===== src/rtl/mux_pkg.sv =====
// Shared definitions for the 8-lane mux/demux pair.
package mux_pkg;
  localparam int LANES = 8;
  localparam int SEL_W = 3;

  typedef logic [SEL_W-1:0] sel_t;

  // Pointer value after reset: search starts at lane 0.
  localparam sel_t LAST_RESET = sel_t'(LANES - 1);
endpackage


===== src/rtl/rr_mux_8x1_if.sv =====
// Lane-side and output-side bus of the 8x1 round-robin mux.
//
// Handshake: a word moves across a valid/ready pair on a rising clk edge where
// valid and ready are both 1. A source holds valid and data stable until that
// edge. ready may depend combinationally on valid; valid must never depend on
// ready.
interface rr_mux_8x1_if #(parameter int DATA_W = 8);
  import mux_pkg::*;

  logic [LANES-1:0]        in_valid;
  logic [LANES*DATA_W-1:0] in_data;
  logic [LANES-1:0]        in_ready;
  logic                    out_valid;
  logic [DATA_W-1:0]       out_data;
  sel_t                    out_sel;
  logic                    out_ready;

  // Producer/consumer side (drives lanes, accepts output).
  modport master (
    output in_valid, in_data, out_ready,
    input  in_ready, out_valid, out_data, out_sel
  );

  // Mux side.
  modport slave (
    input  in_valid, in_data, out_ready,
    output in_ready, out_valid, out_data, out_sel
  );
endinterface


===== src/rtl/rr_arbiter_8.sv =====
// Combinational round-robin arbiter: first requester after 'last', wrapping.
module rr_arbiter_8
  import mux_pkg::*;
(
  input  logic [LANES-1:0] req,
  input  sel_t             last,
  input  logic             en,
  output logic [LANES-1:0] gnt,
  output sel_t             gnt_idx,
  output logic             gnt_vld
);

  sel_t w_cand;

  // Search last+1 .. last+8 (mod 8); the final candidate is 'last' itself,
  // so a lone requester that won last time is granted again.
  always_comb begin
    gnt     = '0;
    gnt_idx = '0;
    gnt_vld = 1'b0;
    w_cand  = '0;
    for (int k = 1; k <= LANES; k++) begin
      w_cand = last + sel_t'(k);
      if (en && !gnt_vld && req[w_cand]) begin
        gnt_vld = 1'b1;
        gnt_idx = w_cand;
      end
    end
    gnt[gnt_idx] = gnt_vld;
  end

endmodule


===== src/rtl/rr_mux_8x1.sv =====
// 8-to-1 round-robin valid/ready mux with a single registered output stage.
// out_sel carries the source lane so a downstream demux can route back.
module rr_mux_8x1
  import mux_pkg::*;
#(
  parameter int DATA_W = 8
) (
  input  logic         clk,
  input  logic         rst,
  rr_mux_8x1_if.slave  bus,
  output sel_t         o_dbg_last
);

  logic [DATA_W-1:0] r_out_data;
  logic              r_out_valid;
  sel_t              r_out_sel;
  sel_t              r_last;

  logic              w_load;
  logic              w_arb_en;
  logic [LANES-1:0]  w_gnt;
  sel_t              w_gnt_idx;
  logic              w_gnt_vld;
  logic [DATA_W-1:0] w_lane_data;

  // Register can take a word when empty or being drained this cycle;
  // reset blocks every lane so nothing is accepted while it is asserted.
  assign w_load   = ~r_out_valid | bus.out_ready;
  assign w_arb_en = w_load & ~rst;

  rr_arbiter_8 u_arb (
    .req     (bus.in_valid),
    .last    (r_last),
    .en      (w_arb_en),
    .gnt     (w_gnt),
    .gnt_idx (w_gnt_idx),
    .gnt_vld (w_gnt_vld)
  );

  assign bus.in_ready = w_gnt;
  assign w_lane_data  = bus.in_data[int'(w_gnt_idx)*DATA_W +: DATA_W];

  // Output stage: load on transfer, clear valid on plain drain, else hold.
  always_ff @(posedge clk) begin
    if (rst) begin
      r_out_valid <= 1'b0;
      r_out_data  <= '0;
      r_out_sel   <= '0;
      r_last      <= LAST_RESET;
    end else if (w_gnt_vld) begin
      r_out_valid <= 1'b1;
      r_out_data  <= w_lane_data;
      r_out_sel   <= w_gnt_idx;
      r_last      <= w_gnt_idx;
    end else if (bus.out_ready) begin
      r_out_valid <= 1'b0;
    end
  end

  assign bus.out_valid = r_out_valid;
  assign bus.out_data  = r_out_data;
  assign bus.out_sel   = r_out_sel;
  assign o_dbg_last    = r_last;

endmodule

===== src/flat_wrapper.sv =====
// flat-port wrapper written by rule: the top's interface ports become plain ports
module rr_mux_8x1_flat import mux_pkg::*;
#(
  parameter int DATA_W = 8
)
  (clk, rst, o_dbg_last, bus_in_valid, bus_in_data, bus_out_ready, bus_in_ready, bus_out_valid, bus_out_data, bus_out_sel);
  rr_mux_8x1_if #(.DATA_W(DATA_W)) bus_i ();
  input  logic clk;
  input  logic rst;
  output sel_t o_dbg_last;
  input wire logic [$bits(bus_i.in_valid)-1:0] bus_in_valid;
  input wire logic [$bits(bus_i.in_data)-1:0] bus_in_data;
  input wire logic [$bits(bus_i.out_ready)-1:0] bus_out_ready;
  output wire logic [$bits(bus_i.in_ready)-1:0] bus_in_ready;
  output wire logic [$bits(bus_i.out_valid)-1:0] bus_out_valid;
  output wire logic [$bits(bus_i.out_data)-1:0] bus_out_data;
  output wire logic [$bits(bus_i.out_sel)-1:0] bus_out_sel;
  assign bus_i.in_valid = bus_in_valid;
  assign bus_i.in_data = bus_in_data;
  assign bus_i.out_ready = bus_out_ready;
  assign bus_in_ready = bus_i.in_ready;
  assign bus_out_valid = bus_i.out_valid;
  assign bus_out_data = bus_i.out_data;
  assign bus_out_sel = bus_i.out_sel;
  rr_mux_8x1 #(.DATA_W(DATA_W)) u_core (.clk(clk), .rst(rst), .bus(bus_i), .o_dbg_last(o_dbg_last));
endmodule

===== config.mk =====
export PLATFORM = sky130hd
export DESIGN_NAME = rr_mux_8x1_flat
export DESIGN_NICKNAME = d
export VERILOG_FILES = /design/src/rtl/mux_pkg.sv /design/src/rtl/rr_mux_8x1_if.sv /design/src/rtl/rr_arbiter_8.sv /design/src/rtl/rr_mux_8x1.sv /design/src/flat_wrapper.sv
export SDC_FILE = /design/constraint.sdc
export NUM_CORES = 1
export LEC_CHECK = 0
export CORE_ASPECT_RATIO = 0.8
export CORE_MARGIN = 5
export CORE_UTILIZATION = 25
export CTS_CLUSTER_SIZE = 20
export DETAILED_ROUTE_END_ITERATION = 6
export DONT_BUFFER_PORTS = 1
export PLACE_DENSITY = 0.48
export RECOVER_POWER = 50
export SETUP_SLACK_MARGIN = 0.2
export SLEW_MARGIN = 20
export SYNTH_ARGS = -nofsm -noshare
export SYNTH_HDL_FRONTEND = slang
export SYNTH_SLANG_ARGS = --single-unit

===== constraint.sdc =====
create_clock -name clk -period 4.1 [get_ports clk]
set_input_delay 0.82 -clock clk [delete_from_list [all_inputs] [get_ports clk]]
set_output_delay 0.82 -clock clk [all_outputs]
set_load 0.005 [all_outputs]

Fig. 1: where the registers sit
The bar under the picture is 20 um long. Other sequential cells in the stronger grey, the rest of the logic in the fainter grey.
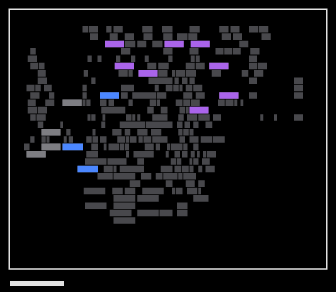
`u_core.bus.out_data` -> purple  # placed flops 8, where top middle
`u_core.o_dbg_last` -> blue  # placed flops 3
not coloured = 4
combined flip-flop and latch cell area: 303 sq um
total sequential power: 297 uW
flip-flop and latch share of the layout cell area: 11.6%
final standard cell utilization of the core: 28.9%

Fig. 2: metal 3
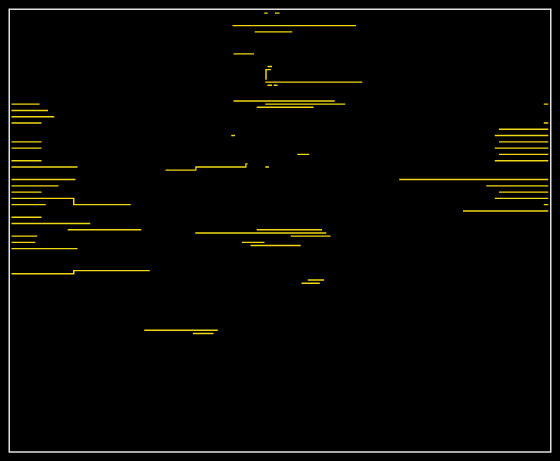
longest straight run = 32.0 um
main direction = horizontal
nets with wire on the layer = 56
grt met3 use: 2.86%
sum of routed wire length over all layers: 7910 um
via count: 2192

==> run notes <==
Implementation results. STA classifies the critical path endpoint as an output port. Met1 layer wirelength in the final routing landed at 3680 um. Setup total negative slack landed at 0 ns. The cell count after synthesis came out at 251. After routing the design area is ~2600 sq um. Flip-flop count of the largest register, all copies and words added landed at 8.

The floorplan step defined a die boundary enclosing about 11000 sq um. Area added between synthesis and finish landed at 13.9%. The flow ran to the end, and the final reports show no timing, DRC or antenna violations. Tracing the worst setup path back leads to its startpoint at u_core.o_dbg_last[0]. Before placement the cells fill 25.4% of the core.

Number of ports placed on the die boundary landed at 98. Number of design-rule violations left by the first detailed-router iteration landed at approximately 170. The commonest cells after synthesis are nand3_1 (23), mux2i_1 (20), nand2_1 (19). Yosys instantiated no cell more often than nand3_1. The area fraction of the largest cell type after synthesis is about an eighth. Setup repair after global routing left no endpoint under its margin. The biggest slice of the total power is consumed by combinational logic. Row count landed at 31. Total global-route track usage over all layers is 12.9%. According to the hold report, the worst path is of the flip-flop to flip-flop type.

The synthesized design spends more area on one cell type than any other, namely dfxtp_1. Relative contribution of the clock network to total power landed at under 10%. Number of cells in Yosys stat landed at 251. Final critical-path setup slack landed at 0.305 ns. Number of port buffers landed at 0. On met2, the global router reports a usage of 19.3%.
[layout by cell type, fill, tap and decap left out, types with 3 or more instances in the layout]
cell,instances
a21oi_1,10
a221oi_1,14
a222oi_1,8
a32o_1,15
buf_4,16
clkbuf_16,3
dfxtp_1,13
mux2_1,4
mux2_2,13
mux2i_1,19
mux2i_2,3
mux4_2,11
nand2_1,17
nand2b_1,6
nand3_1,22
nor2_1,8
nor2b_1,10
nor3_2,5
[logic make-up after synthesis]
family,count (synthesis),share of synthesized area [%]
XOR/XNOR,3,1.48
AND-OR/OR-AND,69,28.4
AND/OR/NAND/NOR,87,19.6
multiplexers,51,29.8
flip-flops,15,13.1
buffers and inverters,24,6.40
adder cells (fa/ha/maj),2,1.09
No activity file was given, so power comes from the tool's default toggle rates.
